File: config.mk
export PLATFORM = sky130hd
export DESIGN_NAME = reu_dma_engine
export DESIGN_NICKNAME = d
export VERILOG_FILES = /design/src/rtl/reu_dma_engine.sv
export SDC_FILE = /design/constraint.sdc
export NUM_CORES = 1
export LEC_CHECK = 0
export CELL_PAD_IN_SITES_DETAIL_PLACEMENT = 1
export CELL_PAD_IN_SITES_GLOBAL_PLACEMENT = 1
export CORE_MARGIN = 1
export CORE_UTILIZATION = 35
export DETAILED_ROUTE_END_ITERATION = 10
export PLACE_DENSITY = 0.82
export RECOVER_POWER = 100
export SLEW_MARGIN = 0
export SYNTH_ARGS = -nofsm -noshare
export SYNTH_HDL_FRONTEND = slang
export SYNTH_SLANG_ARGS = --single-unit
File: constraint.sdc
create_clock -name clk -period 3.74 [get_ports clk]
set_clock_uncertainty 0.15 [all_clocks]
set_input_delay 1.122 -clock clk [delete_from_list [all_inputs] [get_ports clk]]
set_output_delay 1.122 -clock clk [all_outputs]
set_load 0.01 [all_outputs]
File: src/rtl/reu_dma_engine.sv
// Transfer sequencer for the REU: stash, fetch, swap and verify between C64 memory and REU RAM.
// One C64 access (toggle handshake) or one RAM access (level request) is outstanding at a time.
module reu_dma_engine #(
    parameter int REU_ADDR_BITS = 24
) (
    input  logic                     clk,
    input  logic                     reset,
    input  logic                     start,
    input  logic [1:0]               cfg_mode,
    input  logic [15:0]              cfg_c64_addr,
    input  logic [REU_ADDR_BITS-1:0] cfg_reu_addr,
    input  logic [15:0]              cfg_len,
    input  logic                     cfg_fix_c64,
    input  logic                     cfg_fix_reu,
    output logic                     busy,
    output logic                     done,
    output logic                     verify_error,
    output logic [15:0]              cur_c64_addr,
    output logic [REU_ADDR_BITS-1:0] cur_reu_addr,
    output logic [15:0]              cur_len,
    output logic [15:0]              dma_a,
    output logic [7:0]               dma_d,
    output logic                     dma_rw,
    output logic                     dma_req,
    input  logic                     dma_ack,
    input  logic [7:0]               dma_q,
    output logic [REU_ADDR_BITS-1:0] ram_addr,
    output logic [7:0]               ram_wdata,
    output logic                     ram_we,
    output logic                     ram_req,
    input  logic                     ram_ack,
    input  logic [7:0]               ram_rdata
);
    typedef enum logic [2:0] {
        IDLE, C64_RD, RAM_RD, C64_WR, RAM_WR, CHECK, ADVANCE, FINISH
    } state_t;

    localparam logic [1:0] MODE_STASH  = 2'b00;
    localparam logic [1:0] MODE_FETCH  = 2'b01;
    localparam logic [1:0] MODE_SWAP   = 2'b10;
    localparam logic [1:0] MODE_VERIFY = 2'b11;
    localparam logic [REU_ADDR_BITS-1:0] REU_ONE = {{(REU_ADDR_BITS-1){1'b0}}, 1'b1};

    state_t                   state_reg, state_next, first_state;
    logic [1:0]               mode_reg, mode_eff;
    logic                     fix_c64_reg, fix_reu_reg;
    logic [15:0]              c64_addr_reg, c64_addr_next;
    logic [REU_ADDR_BITS-1:0] reu_addr_reg, reu_addr_next;
    logic [15:0]              len_reg, len_next;
    logic [7:0]               c64_byte_reg, reu_byte_reg;
    logic                     verify_error_reg, done_reg;
    logic                     dma_req_reg, dma_rw_reg;
    logic [15:0]              dma_a_reg;
    logic [7:0]               dma_d_reg;
    logic                     ram_req_reg, ram_we_reg;
    logic [REU_ADDR_BITS-1:0] ram_addr_reg;
    logic [7:0]               ram_wdata_reg;
    logic                     c64_done, accept, mismatch, issue_c64, issue_ram;

    always_comb begin
        mode_eff      = (state_reg == IDLE) ? cfg_mode : mode_reg;
        first_state   = (mode_eff == MODE_FETCH) ? RAM_RD : C64_RD;
        c64_done      = (dma_req_reg == dma_ack);
        accept        = 1'b0;
        mismatch      = 1'b0;
        state_next    = state_reg;
        c64_addr_next = c64_addr_reg;
        reu_addr_next = reu_addr_reg;
        len_next      = len_reg;
        case (state_reg)
            IDLE: begin
                if (start) begin
                    accept        = 1'b1;
                    state_next    = first_state;
                    c64_addr_next = cfg_c64_addr;
                    reu_addr_next = cfg_reu_addr;
                    len_next      = cfg_len;
                end
            end
            C64_RD:  if (c64_done) state_next = (mode_reg == MODE_STASH) ? RAM_WR : RAM_RD;
            RAM_RD:  if (ram_ack) state_next = (mode_reg == MODE_VERIFY) ? CHECK : C64_WR;
            C64_WR:  if (c64_done) state_next = (mode_reg == MODE_SWAP) ? RAM_WR : ADVANCE;
            RAM_WR:  if (ram_ack) state_next = ADVANCE;
            CHECK: begin
                mismatch   = (c64_byte_reg != reu_byte_reg);
                state_next = ADVANCE;
            end
            ADVANCE: begin
                // The last byte and an aborted verify both leave the counters untouched.
                if (len_reg == 16'd1 || verify_error_reg) begin
                    state_next = FINISH;
                end else begin
                    state_next = first_state;
                    len_next   = len_reg - 16'd1;
                    if (!fix_c64_reg) c64_addr_next = c64_addr_reg + 16'd1;
                    if (!fix_reu_reg) reu_addr_next = reu_addr_reg + REU_ONE;
                end
            end
            FINISH:  state_next = IDLE;
            default: state_next = IDLE;
        endcase
        // Accesses are launched on entry, so the request appears with the state itself.
        issue_c64 = (state_next == C64_RD || state_next == C64_WR) && (state_next != state_reg);
        issue_ram = (state_next == RAM_RD || state_next == RAM_WR) && (state_next != state_reg);
    end

    always_ff @(posedge clk) begin
        if (reset) begin
            state_reg        <= IDLE;
            mode_reg         <= MODE_STASH;
            fix_c64_reg      <= 1'b0;
            fix_reu_reg      <= 1'b0;
            c64_addr_reg     <= '0;
            reu_addr_reg     <= '0;
            len_reg          <= '0;
            c64_byte_reg     <= '0;
            reu_byte_reg     <= '0;
            verify_error_reg <= 1'b0;
            done_reg         <= 1'b0;
            dma_req_reg      <= dma_ack;
            dma_rw_reg       <= 1'b1;
            dma_a_reg        <= '0;
            dma_d_reg        <= '0;
            ram_req_reg      <= 1'b0;
            ram_we_reg       <= 1'b0;
            ram_addr_reg     <= '0;
            ram_wdata_reg    <= '0;
        end else begin
            state_reg    <= state_next;
            c64_addr_reg <= c64_addr_next;
            reu_addr_reg <= reu_addr_next;
            len_reg      <= len_next;
            done_reg     <= (state_reg == FINISH);
            if (accept) begin
                mode_reg         <= cfg_mode;
                fix_c64_reg      <= cfg_fix_c64;
                fix_reu_reg      <= cfg_fix_reu;
                verify_error_reg <= 1'b0;
            end else if (mismatch) begin
                verify_error_reg <= 1'b1;
            end
            if (state_reg == C64_RD && c64_done) c64_byte_reg <= dma_q;
            if (state_reg == RAM_RD && ram_ack) reu_byte_reg <= ram_rdata;
            // Bytes read in the completing cycle are forwarded straight to the next access.
            if (issue_c64) begin
                dma_req_reg <= ~dma_req_reg;
                dma_a_reg   <= c64_addr_next;
                dma_rw_reg  <= (state_next == C64_RD);
                dma_d_reg   <= (state_reg == RAM_RD) ? ram_rdata : reu_byte_reg;
            end
            if (issue_ram) begin
                ram_req_reg   <= 1'b1;
                ram_addr_reg  <= reu_addr_next;
                ram_we_reg    <= (state_next == RAM_WR);
                ram_wdata_reg <= (state_reg == C64_RD) ? dma_q : c64_byte_reg;
            end else if (ram_ack && (state_reg == RAM_RD || state_reg == RAM_WR)) begin
                ram_req_reg <= 1'b0;
            end
        end
    end

    assign busy         = (state_reg != IDLE);
    assign done         = done_reg;
    assign verify_error = verify_error_reg;
    assign cur_c64_addr = c64_addr_reg;
    assign cur_reu_addr = reu_addr_reg;
    assign cur_len      = len_reg;
    assign dma_a        = dma_a_reg;
    assign dma_d        = dma_d_reg;
    assign dma_rw       = dma_rw_reg;
    assign dma_req      = dma_req_reg;
    assign ram_addr     = ram_addr_reg;
    assign ram_wdata    = ram_wdata_reg;
    assign ram_we       = ram_we_reg;
    assign ram_req      = ram_req_reg;

endmodule
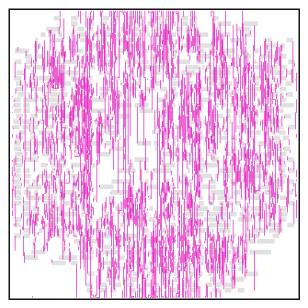
(images/m2.png)
(2 px per µm)
- share of all routed wire: 49%
- nets with wire on the layer: 1025
Vias: 7264
met2 global-route usage: 42.3%

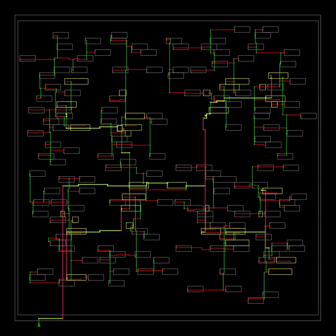
(images/clock_nets.png)
Flops: 141
P_clk: 1.88 mW

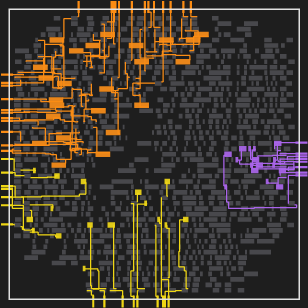
(images/port_trees.png)
(2 px per µm)
- ram_rdata: purple (bits 8; direction input; end cells 16; buffers 8; wire 313 µm)
- cfg_c64_addr: yellow (bits 16; direction input; end cells 16; buffers 16; wire 597 µm)
- cur_reu_addr: orange (bits 24; direction output; end cells 24; buffers 24; wire 1380 µm)
Port Buf Inserts: 199
Ports: 200

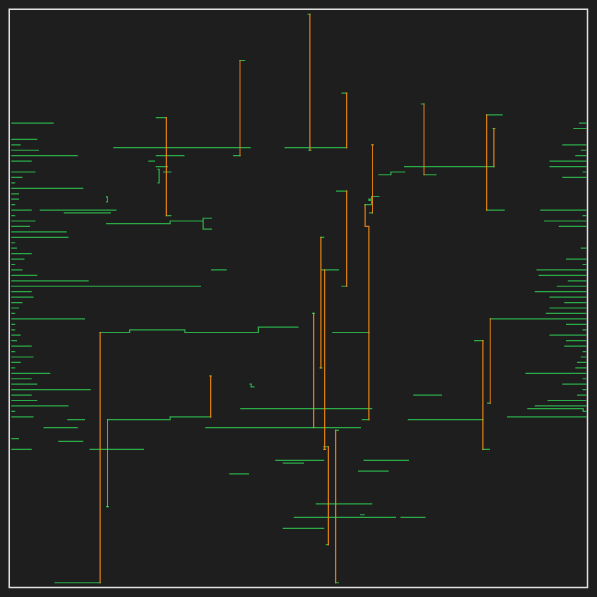
(images/layers.png)
(4 px per µm) Only two layers are drawn.
- M4: orange (wire length 554 µm)
- M3: green (wire length 1160 µm)

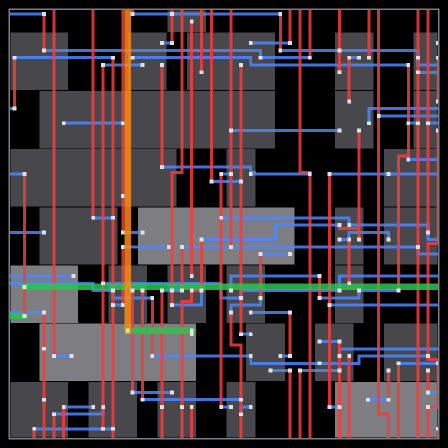
(images/closeup.png)
Region (98, 98) to (118, 118) µm. Cells in gray, sequential cells in the stronger gray; small squares are vias.
- M1: blue
- M3: green
- M4: orange
- M2: red
- netlist names of flops here include: ram_wdata (2), c64_byte_reg (1)
- most frequent: a21oi_1 (5)
- sequential cells in the window: 3
- cells with their middle in the window: 27

==> impl_metrics.py <==
# Flow results
metrics = {
    "worst_setup_path": {
        "regToRegSetupSlack_ns": 0.35,
        "cp.depth": 9,
        "r2r_end": "dma_d[5]",
        "reg2reg_from": "cur_len[0]",
        "critPathLaunch": "dma_ack",
    },
    "floorplan": {
        "nWellTaps": 265,
        "dieHeight_um": 144,
    },
    "power": {
        "p_sw_share_pct": 33.2,
        "power.group.top": "registers",
        "powerDensity_mw_per_mm2": 549,
        "p_switching_mw": 1.83,
        "pwr-share-comb_pct": 30.8,
    },
    "yosys": {
        "ys_cells": 848,
        "top_logic_kind": "simple AND/OR/NAND/NOR gates",
        "netlist_instances": 848,
        "synth_cell_type_count": 68,
        "ys_sh_mux_pct": 6.82,
        "synth-edff-count": 1,
        "yosys.area_share.simple_pct": 25.9,
        "ys_sh_xor_pct": 1.73,
    },
    "worst_hold_path": {
        "holdPathEnd": "dma_a[5]",
    },
    "sta": {
        "fin_setup_tns_ns": 0,
        "drv_slew": 43,
        "layout_setup_ws_ns": 0.227,
        "finalHoldViolCount": 0,
    },
    "clock_network": {
        "clk_pin_slew_ns": 0.06,
        "numCtsBuffers": 17,
        "cts_tree": "done",
    },
    "cells_and_area": {
        "antenna_cells": 0,
        "final_nets": 1129,
        "largest_class": "combinational gates",
        "flop_area_mm2": 0.00283,
        "lay_top_count": "dfxtp_1",
        "areaGrowthSynthToFinish_pct": 41.6,
        "num-nonclk-buffers": 234,
        "logic_gates": 641,
    },
    "status": {
        "violations": "capacitance limit, slew limit",
        "status": "finished, violations left",
    },
    "flow_run": {
        "drv_cap": 1,
    },
    "detailed_routing": {
        "route.met3.wl_um": 1160,
        "wl_um": 25600,
    },
}
Power and IR drop assume default switching activity.
